### Sequential cells coloured by netlist name

Other sequential cells in the stronger grey, the rest of the logic in the fainter grey.
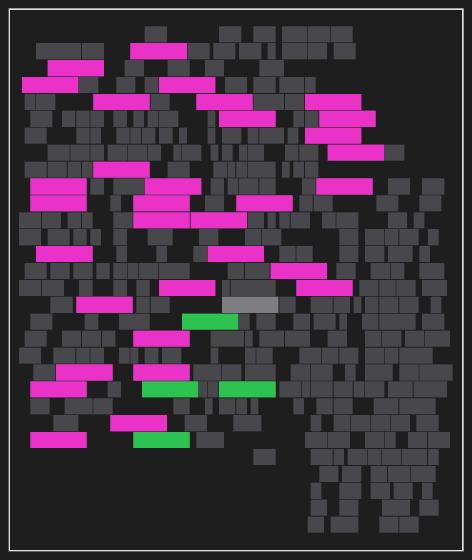
### Routing congestion

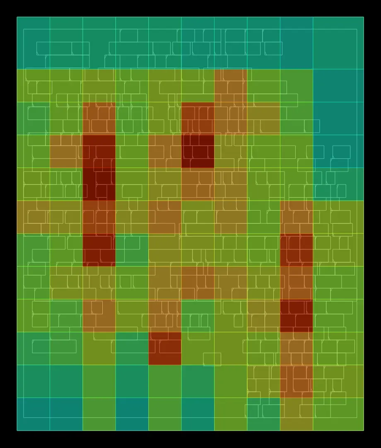
==> config.mk <==
export PLATFORM = sky130hd
export DESIGN_NAME = pipe_hazard_ctrl
export DESIGN_NICKNAME = d
export VERILOG_FILES = /design/src/rtl/pipe_hazard_ctrl.sv
export SDC_FILE = /design/constraint.sdc
export NUM_CORES = 1
export LEC_CHECK = 0
export CORE_ASPECT_RATIO = 1.2
export CORE_UTILIZATION = 38
export CTS_CLUSTER_SIZE = 12
export DETAILED_ROUTE_END_ITERATION = 7
export GPL_ROUTABILITY_DRIVEN = 0
export GPL_TIMING_DRIVEN = 0
export PLACE_DENSITY = 0.74
export SETUP_SLACK_MARGIN = 0.02
export SLEW_MARGIN = 20
export SYNTH_ARGS = -nofsm -noshare
export SYNTH_HDL_FRONTEND = slang
export SYNTH_SLANG_ARGS = --single-unit
==> constraint.sdc <==
create_clock -name clk -period 2.47 [get_ports clk]
set_clock_uncertainty 0.05 [all_clocks]
set_input_delay 0.494 -clock clk [delete_from_list [all_inputs] [get_ports clk]]
set_output_delay 0.494 -clock clk [all_outputs]
set_load 0.03 [all_outputs]
==> flow_summary.json <==
{
  "clk_path_buf_depth": 2,
  "signal_buffers": 97,
  "dieHeight_um": 86.9,
  "place_area_um2": 3200,
  "die_x_um": 72.7,
  "largest_register_ffs": 32,
  "grt_pass1_vias": 2043,
  "fin_crit_sh_pct": 99.0,
  "tightestPinTransition_ns": 0.434,
  "p_seq_share_pct": 34.6,
  "drc": 0,
  "crit_family": "simple AND/OR/NAND/NOR gates",
  "final_max_slew_viol_count": 0,
  "hold_violations": 0,
  "htreeDepth": 2,
  "post_cts_buffers": 7,
  "n_clock_buffer": 5,
  "comb_power_share_pct": 47.6,
  "aoi_share_pct": 4.61,
  "yosys.area.top_type": "dfrtp_1",
  "top_area_share_pct": 40.6,
  "numCtsBuffers": 5,
  "drt_wl_total_um": 5790,
  "synthTopCellsByCount": "xnor2_1 (44), dfrtp_1 (37), nand3_1 (23), and3_1 (17), xor2_1 (17)",
  "combGateArea_um2": 1340,
  "syn-instance-count": 227,
  "crit_cells": 7,
  "hold_path_class": "in -> async",
  "cp.required_ns": 1.93,
  "pwr-share-clk_pct": 17.8,
  "grt_max_degree": 27,
  "cp_num_buf_inv": 3,
  "final-clk-cell-share_pct": 2.56,
  "leakagePower_nw": 1.45,
  "hpwl_um": 4320,
  "crit_type": "in -> out",
  "synth-edff-count": 0,
  "power_density_nw_per_um2": 698,
  "place_ws_ns": -1.18,
  "topCellsByArea": "dfrtp_1 (41%), xnor2_1 (17%), xor2_1 (6.5%)",
  "period_needed_ns": 2.45,
  "area_share_nonclk_buffers_pct": 26.7,
  "p_sw_share_pct": 39.3,
  "xor_share_pct": 23.4,
  "post_cts_resized": 137,
  "p_int_w": 0.00143,
  "wl_met1_um": 2640,
  "grt-ovfl-total": 0,
  "inverters": 7,
  "power_leader": "combinational logic",
  "numPortBuffers": 77,
  "clock.latency.late_pin_ns": 0.30,
  "slowest_stage": "or4_4",
  "drive_gt1_share_pct": 22.3,
  "yosys.cell_count.top_type": "xnor2_1",
  "largestClassByArea": "multi-input combinational cells",
  "nWellTaps": 80,
  "clock_sinks": 37,
  "syn_area_per_cell_um2": 10.0,
  "logic_family": "simple AND/OR/NAND/NOR gates",
  "timing.fmax_mhz": 409,
  "hold_ws_ns": 0.0212,
  "area_growth_pct": 48.1,
  "ff2ff_path_depth": 7,
  "switchingPower_w": 0.000925,
  "relSlewSlack_pct": 70.9,
  "dr.first_iter.drc_count": 74,
  "setup_viol": 0,
  "reg2reg_slack_ns": 0.31,
  "comb_cells": 174,
  "std_cell_rows": 30,
  "fin_ws_ns": 0.0243,
  "clkTransAtPathRegs_ns": 0.08,
  "p_total_w": 0.00236,
  "synth_chip_area_um2": 2280,
  "arrival_ns": 1.90,
  "grt_pass1_wl_um": 9670,
  "slowest_delay_ns": 0.53,
  "vias": 2116,
  "ys_sh_mux_pct": 0.933,
  "ant_nets": 0,
  "outcome": "complete, no violations",
  "endpoint_kind": "output port",
  "seq_cells": 37,
  "yosys_most_used_dff": "dfrtp_1",
  "cts-hold-fix-buffers": 0,
  "vias_per_cell": 5.25,
  "async_reset_ff_share_pct": 100,
  "ys_cells": 227,
  "rsz0062_at_grt": "yes",
  "clockRootBuffer": "clkbuf_8",
  "fin_cells": 403,
  "fp_nets": 265,
  "comb_share_pct": 39.6
}
About 'Sequential cells coloured by netlist name':
stall_cnt -> magenta  # flops 32
cnt_q -> green  # flops 4
register share of the cell area: 27.4%
sequential power: 0.000815 W
final core occ: 59.2%
Reg area: 926 um2

About 'Routing congestion':
GRT met3 Usage: 2.66%
wire per inst: 14.4 um
gr busiest metal: met2
M2 GR Usage: 31.6%

Power and IR drop assume default switching activity.
